Design mmio_timer_flat, sky130hd; sources not shown.
Fig. 1: run 1, clock network drawn from the DEF
Scale bar: 20 um.
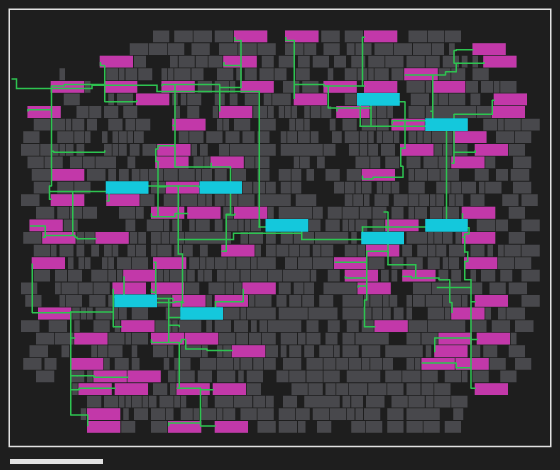
[flip-flops] magenta | count: 86
[clock-net drivers] cyan | count: 9
[clock wires] green | length: 1050 um
routed clock nets: 10
flops lie: spread over the die
clock group share of total power: 46.7%
power attributed to the clock group: 1.33 mW
insertion delay at the late pin of the worst-skew pair: 0.34 ns
clk_skew: 0.00876 ns

Fig. 2: run 1, metal 2
Cells faint in the background.
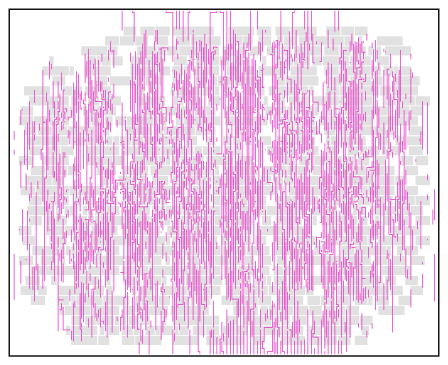
main direction: vertical
share of all routed wire: 46%
longest straight run: 54.1 um
nets with wire on the layer: 757
wire length on this layer: 8870 um
total via count in the routed design: 5847
detailed-route wire length: 19100 um
met2 layer usage reported by global route: 57.3%

Fig. 3: run 1, the metal 3 layer
Scale bar: 20 um. Cells faint in the background.
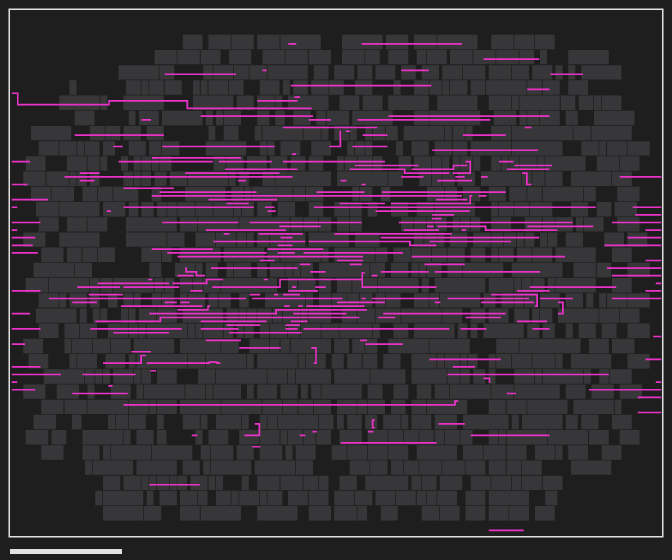
nets with wire on the layer: 165
wire length on this layer: 2120 um
longest straight run: 59.1 um
met3 usage: 9.16%

==> summary.txt <==
Implementation results.

The number of storage elements in the synthesis netlist is roughly 86. The H-tree was split into 3 levels. The sequential cell area fraction in the yosys report is 32.0%. The number of nets still failing antenna checks after routing is 0.

The number of failing setup endpoints in the final timing report is 4. The synthesized design contains 0 enable-type register cells. Overall power consumption after layout is estimated at 2.85 mW.

The total cell area reported by yosys after synthesis is 5380 um2. Across all checked pins, the minimum headroom to the slew limit is 43.6%. The final timing report derives a shortest allowable period of 2.76 ns.

The layout cell share with drive strength beyond 1 is 21.2%. The maximum clock frequency is 362 MHz. The hold-critical path depth is 2. Among the non-sequential cells, simple AND/OR/NAND/NOR gates take the most area. Looking at the critical path, the highest net fanout was 5.

The number of pins with negative max-slew slack in the final report is 0. The total internal power is 2.21 mW. The synthesis report lists the Yosys warning total as 0. Of the total synthesized cell area, the portion taken by XOR and XNOR cells is 8.95%. The layout overhead on the synthesized area is 39.6%.

The final reports fail on design-rule violations, negative setup slack. Per the detail_route log, met3 wirelength is roughly 2100 um. In the global route stage, overall resource usage came out at 35.4%. The first routing iteration left approximately 950 violations.

The placed instance area is 6950 um2. The worst setup path is of the input port to output pin kind. The cell at the root of the clock tree is clkbuf_16. The placed cell count is 899. The cell area after layout is roughly 7500 um2. Per report_power, the combinational group accounts for 9.7% of the total.

The pin count of the biggest net entering global routing is 29. The sequential share of power is 43.6%. The worst-case IR drop observed on VDD is roughly 0.35 mV. The number of placement rows is 32. Before CTS, the worst setup slack after placement is -0.375 ns.

The repair_antennas step left the layout with diodes totalling 0. The detailed-route wire length on metal 1 is between 7000 and 8000 um. The chip area is 11000 um2. The number of buffers created by CTS is 9. Per the cell usage report, the commonest logic cells after layout are dfxtp_1 (86), nor2_1 (80), clkdlybuf4s50_1 (56). The number of cells in the finished layout apart from fillers is 923.

104 I/O pins were placed. The report counts max-capacitance violations totalling 0. The switching component of the power was reported as ~0.65 mW. In the detailed route, the total length drawn on met2 is 8870 um. After technology mapping, the gate count stands at 662. Yosys reports the multiplexer fraction of the synthesized area as about a tenth. The critical path goes through buf_6 -> or4_4 -> nor4_4 -> nand2_4 -> buf_12 -> clkbuf_16 -> nor2_4 -> buf_6. The count of different cell masters after synthesis is 62. The share of synthesized registers carrying an async set or reset is 0%. For this run the aggregate overflow at the end of global routing stands at 0. For this design the ratio of total power to cell area is 380 nW/um2. The area of the core is ~9800 um2. The cell-mix breakdown from Yosys lists the simple-gate area share as approximately a quarter. The horizontal extent of the die is 117 um. The most used flip-flop cell after synthesis is dfxtp_1. The clock tree from TritonCTS is done. Measured in cells, the most critical reg-to-reg path has a length of 7. For this run, design rule violations remaining after detail routing come to 1. Summing every instance area after synthesis gives about 5400 um2. The post-detailed-placement half-perimeter wirelength is between 10000 and 15000 um. From bottom edge to top edge, the die measures 94.1 um.

The power report shows net switching accounting for a little under a quarter of the total. After layout, the worst path uses 100% of the clock period. For this run, the detailed router reports a per-instance via density of approximately 6.3. The number of detailed-routing iterations run before antenna repair is 8. On the worst path, the slowest cell contributes a delay of 0.54 ns. The starting density of the core is 55.1%.

The cell type with the highest occurrence count on the critical path is buf_6. The average instance in the mapped netlist occupies 8.13 um2. The complex-gate fraction of the synthesized area is 18.7%. The number of buffers inserted by hold repair at cts is 0. For reference, full adder, half adder and majority cells occupy 0.465% of the area reported after synthesis. The worst hold slack across all endpoints is 0.478 ns. For this design, the sink count on the clock tree is 86. The critical path's slowest stage uses the library cell or4_4. Per the OpenROAD power report, leakage power amounts to 3.25 nW. The class of the worst hold path is flip-flop to flip-flop.

The number of failing hold endpoints at the final stage is 0. The flow ran to the end, but the final reports show violations. The number of nets handed over by synthesis was 734. Input and output buffers added on the ports amount to 101. Setup repair after global routing could not meet its margin everywhere.

STA puts the critical path data required time at 2.20 ns. The transition time recorded at the tightest slew-check pin is ~0.84 ns. The clock passes through at most 2 buffers.

STA classifies the critical path startpoint as an input port. The flop-to-flop setup slack is 0.15 ns. The via count of the first global-routing pass was 5665. The worst setup margin is -0.00986 ns. The routability congestion estimate from global placement is 0.933. STA classifies the critical path endpoint as an output pin. Summing over the stages, the warning tally comes to 31. The first-pass GRT wire length is 29800 um. The final net count is 854. The most frequent standard cell in the layout excluding fill and tap cells is dfxtp_1. The yosys cell count is between 600 and 700. The clock transition at the register clock pins on the worst setup and hold paths after CTS is ~0.060 ns. The top routing layer in use is met4.

The initial antenna violation count is 0. STA puts the critical path data arrival time at 2.21 ns. The script logs the mean routed wire length per placed instance as 20.7 um.
[run 1: cells in the mapped netlist (3+ instances only)]
cell	number	area [um2]
a22oi_1	24	180
or3_1	3	18.8
and3_1	13	81.3
nand3_1	21	105
o32a_1	3	30.0
or2_2	3	18.8
xnor2_1	7	61.3
nor2_1	110	413
and4_1	4	35.0
a21oi_1	24	120
dfxtp_1	86	1720
o2bb2ai_1	4	35.0
mux2i_1	50	500
o21ai_0	15	75.1
xor2_1	48	420
o211a_1	10	100
clkbuf_1	38	143
buf_2	5	25.0
nand3_4	4	70.1
o22a_1	10	87.6
buf_4	4	30.0
o21a_1	6	45.0
a21boi_0	3	22.5
o22ai_1	19	119
inv_1	8	30.0
nand4b_1	3	26.3
nand2_1	51	191
nor4_1	12	75.1
or4_1	3	22.5
and2_1	4	25.0
nor3_1	9	45.0
nand4_1	17	106
[run 1: per-stage QoR]
stage	TNS, ns	utilization (%)
after floorplan	-0.465	-
after global placement	-26.73	71.1
after detailed placement	-31.24	71.1
after CTS	-0.988	75.7
after global routing	-0.500	76.9
final	-0.0132	76.9
[run 1: power by group through the flow]
stage,combinational [mW],sequential [mW],clock (mW)
after global routing,0.291,1.24,1.39
after detailed placement,0.273,1.27,0
final,0.276,1.25,1.33
after floorplan,0.105,1.27,0
after global placement,0.266,1.27,0
after CTS,0.269,1.25,1.33
[run 1: kinds of logic after synthesis]
group,Yosys count
simple gates,268
compound gates,140
flops,86
buf+inv,59
xor+xnor,55
mux,52
fa+ha+maj,2
[run 1: worst max-delay path, delay by kind of cell]
kind                   cells  cell delay, ns
and+or+nand+nor            4            1.10
buffers and inverters      4            0.55
[run 1: metal layers]
metal	vias up	GRT usage [%]
met4	0	10.4
met1	2737	46.6
met3	66	9.16
met2	405	57.3
li1	2639	-
met5	-	0
[run 1: cell type report]
| type | instances | area, um2 |
|---|---|---|
| multi-input combinational | 517 | 3660 |
| fill | 695 | 2260 |
| sequential | 86 | 1720 |
| timing repair buffer | 159 | 1600 |
| clock buffer | 11 | 243 |
| tap | 136 | 170 |
| clock inverter | 5 | 82.6 |
| inverter | 9 | 33.8 |
[run 1: what timing repair did]
| item | 4_1_cts | 5_1_grt |
|---|---|---|
| pin swaps | 7 | 20 |
| resized | 33 | 33 |
| setup endpoints to repair | 42 | 34 |
| gates cloned | 2 | 1 |
| buffers inserted | 3 | 4 |
Power and IR drop assume default switching activity.
